**Met3 routing**

The bar under the picture is 20 microns long.
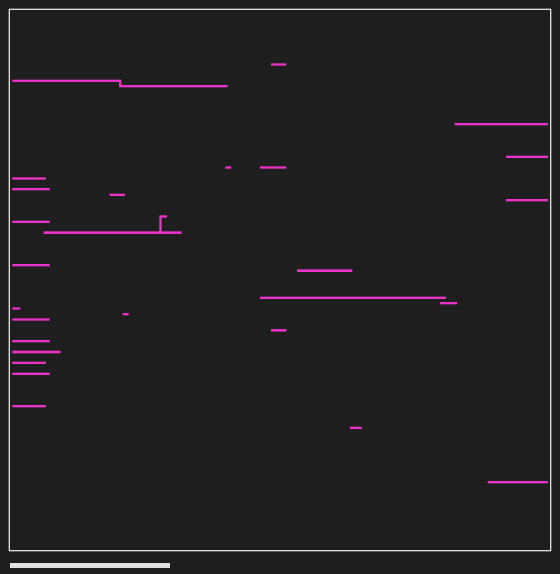
**The metal 1 layer**

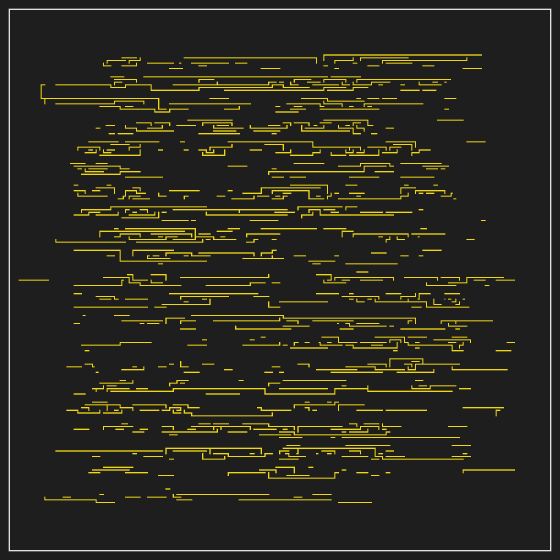
**Signal metal coverage by tile**

The bar under the picture is 20 microns long. The die is cut into 14 by 14 equal tiles; dark blue is low, red is high, scaled to the fullest tile. Values are wire area over tile area, all layers added.
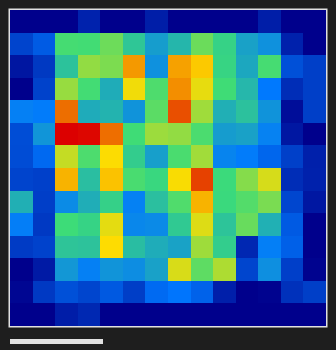
**Cells coloured by class**

Fill, decap, tap and diode cells in grey.
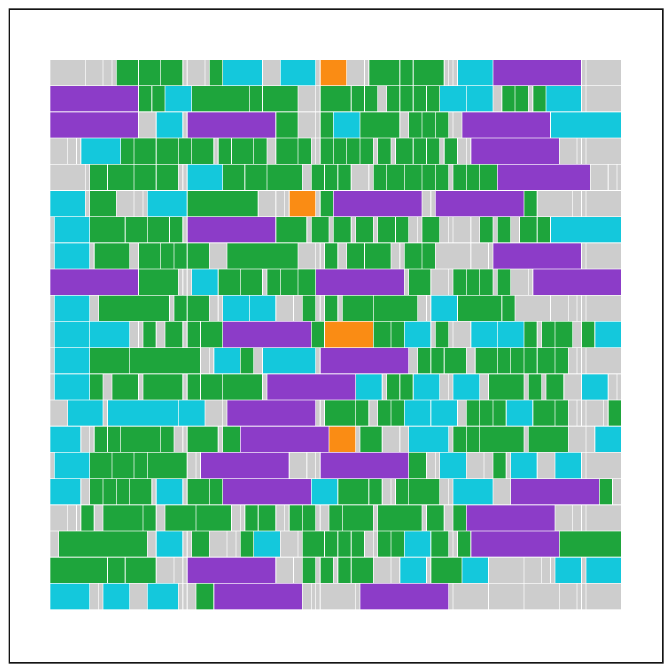
**Clock wiring as the flow saved it**

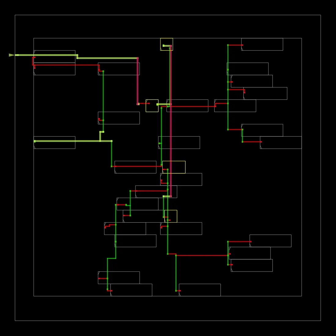
`src/rtl/uart_tx_frame.sv`:
```
// UART frame transmitter: start, LSB-first data, optional parity, one stop.
// Each bit lasts Prescale oversampling clocks, matching the receive path.
module uart_tx_frame #(
  parameter int DATA_WIDTH = 8
) (
  input  logic                  CLK,
  input  logic                  RST,
  input  logic [DATA_WIDTH-1:0] P_DATA,
  input  logic                  Data_Valid,
  input  logic                  PAR_EN,
  input  logic                  PAR_TYP,
  input  logic [5:0]            Prescale,
  output logic                  TX_OUT,
  output logic                  Busy
);

  localparam int BW = (DATA_WIDTH > 1) ? $clog2(DATA_WIDTH) : 1;
  localparam logic [BW-1:0] LAST = BW'(DATA_WIDTH - 1);

  typedef enum logic [2:0] {
    IDLE,
    START,
    DATA,
    PARITY,
    STOP
  } state_e;

  state_e                state_q, state_d;
  logic [4:0]            edge_cnt_q, edge_cnt_d;
  logic [4:0]            pm1_q, pm1_d;
  logic [BW-1:0]         bit_cnt_q, bit_cnt_d;
  logic [DATA_WIDTH-1:0] data_q, data_d;
  logic                  par_en_q, par_en_d;
  logic                  par_typ_q, par_typ_d;
  logic                  tx_q, tx_d;
  logic                  busy_q, busy_d;

  logic legal;
  logic bound;

  always_comb begin
    legal = (Prescale == 6'd4) || (Prescale == 6'd8) ||
            (Prescale == 6'd16) || (Prescale == 6'd32);
    bound = (edge_cnt_q == pm1_q);

    state_d    = state_q;
    pm1_d      = pm1_q;
    bit_cnt_d  = bit_cnt_q;
    data_d     = data_q;
    par_en_d   = par_en_q;
    par_typ_d  = par_typ_q;
    edge_cnt_d = 5'd0;

    if (state_q != IDLE && !bound) begin
      edge_cnt_d = edge_cnt_q + 5'd1;
    end

    unique case (state_q)
      IDLE: begin
        if (Data_Valid && legal) begin
          state_d   = START;
          data_d    = P_DATA;
          par_en_d  = PAR_EN;
          par_typ_d = PAR_TYP;
          pm1_d     = 5'(Prescale - 6'd1);
        end
      end
      START: begin
        if (bound) state_d = DATA;
      end
      DATA: begin
        if (bound) begin
          if (bit_cnt_q == LAST) begin
            bit_cnt_d = '0;
            state_d   = par_en_q ? PARITY : STOP;
          end else begin
            bit_cnt_d = bit_cnt_q + BW'(1);
          end
        end
      end
      PARITY: begin
        if (bound) state_d = STOP;
      end
      STOP: begin
        if (bound) state_d = IDLE;
      end
      default: state_d = IDLE;
    endcase

    // Outputs are registered from the next state so they change on the edge
    tx_d   = 1'b1;
    busy_d = (state_d != IDLE);
    unique case (state_d)
      START:   tx_d = 1'b0;
      DATA:    tx_d = data_d[bit_cnt_d];
      PARITY:  tx_d = par_typ_d ? ~^data_d : ^data_d;
      default: tx_d = 1'b1;
    endcase
  end

  always_ff @(posedge CLK or negedge RST) begin
    if (!RST) begin
      state_q    <= IDLE;
      edge_cnt_q <= '0;
      pm1_q      <= '0;
      bit_cnt_q  <= '0;
      data_q     <= '0;
      par_en_q   <= 1'b0;
      par_typ_q  <= 1'b0;
      tx_q       <= 1'b1;
      busy_q     <= 1'b0;
    end else begin
      state_q    <= state_d;
      edge_cnt_q <= edge_cnt_d;
      pm1_q      <= pm1_d;
      bit_cnt_q  <= bit_cnt_d;
      data_q     <= data_d;
      par_en_q   <= par_en_d;
      par_typ_q  <= par_typ_d;
      tx_q       <= tx_d;
      busy_q     <= busy_d;
    end
  end

  assign TX_OUT = tx_q;
  assign Busy   = busy_q;

endmodule
```
`config.mk`:
```
export PLATFORM = sky130hd
export DESIGN_NAME = uart_tx_frame
export DESIGN_NICKNAME = d
export VERILOG_FILES = /design/src/rtl/uart_tx_frame.sv
export SDC_FILE = /design/constraint.sdc
export NUM_CORES = 1
export LEC_CHECK = 0
export ABC_AREA = 1
export CORE_MARGIN = 4
export CORE_UTILIZATION = 50
export DETAILED_ROUTE_END_ITERATION = 10
export PLACE_DENSITY_LB_ADDON = 0.05
export SLEW_MARGIN = 15
export SYNTH_ARGS = -nofsm -noshare
export SYNTH_HDL_FRONTEND = slang
export SYNTH_SLANG_ARGS = --single-unit
export TNS_END_PERCENT = 50
```
`constraint.sdc`:
```
create_clock -name CLK -period 1.6 [get_ports CLK]
set_input_delay 0.32 -clock CLK [delete_from_list [all_inputs] [get_ports CLK]]
set_output_delay 0.32 -clock CLK [all_outputs]
set_load 0.1 [all_outputs]
```
==> impl_metrics.toml <==
# physical design summary
[placed_design]
hpwl_mm = 2.94
routabilityCongestion = 0.777
placed_area_sq_um = 2380

[routing]
wl_met3_microns = 161
met2_length_mm = 2.15
antenna_left = 0

[synthesis]
yosysTopAreaCell = "dfrtp_1"
syn_area_per_cell_sq_um = 7.16
yosysSeqAreaShare_pct = 39.4
yosysMostFrequentCell = "nand2_1"
synthCells = 249
syn_nets = 272
ys_sh_mux_pct = 0

[cells_and_area]
buffers = 63
mostFrequentLayoutCell = "nand2_1"
syn_to_final_growth_pct = 50.4
inverters = 43
largest_register = "data_q"
seqCellArea_sq_um = 702

[floorplan]
dieWidth_microns = 67.7

[worst_setup_path]
path_common_cell = "nand2_1"
crit_slowest_cell = "dfrtp_1"
cp.required_ns = 1.90
setup.worst_path.start = "state_q[0]"

[outcome]
status = "complete, but fails checks"
violations = "setup timing"

[clock_tree]
clockBufferDepth = 2

[power]
p_total_w = 0.00451
pwr-share-seq_pct = 26.1
powerSeq_w = 0.00118

[global_routing]
grt_usage_pct = 20.3
grt_pass1_vias = 1678

[timing]
fin_setup_tns_ns = -0.393
period_needed_ns = 1.81
worst_slack_ns = -0.210
setup_viol = 3

[min_path]
hold_path_class = "input port to asynchronous set/reset pin"
## Picture notes: 'met3 routing'
The longest straight run is 23.0 microns. The layer carries 161 microns of wire. The layer holds 3.8% of the routed length.

## Picture notes: 'the metal 1 layer'
The layer holds 44% of the routed length. The wires run mostly horizontal. 311 nets have wire on it.

## Picture notes: 'signal metal coverage by tile'
The mean over all tiles is 0.15. The fullest tile reaches 0.45. The emptiest ninth of the die: bottom right. 17% of the tiles are nearly empty. 27% of the tiles are over half the peak. The densest ninth of the die: middle.
DR vias: 1725
total length of routed wires: 4.25 mm

## Picture notes: 'cells coloured by class'
combinational and other logic: drawn in green, cells 223. clock drivers and dummy loads: drawn in orange, cells 4. other buffers and delay cells: drawn in cyan, cells 63. flops: drawn in purple, cells 28.
# rows: 21
core area: 3390 sq um
final core occ: 79.0%
Seq area share: 26.2%

## Picture notes: 'clock wiring as the flow saved it'
clkbuf count: 4
Clk. pwr: 0.000357 W
clk sink count: 28
Final Skew: 0.0158 ns
clk ins delay skew pair: 0.35 ns

No activity file was given, so power comes from the tool's default toggle rates.
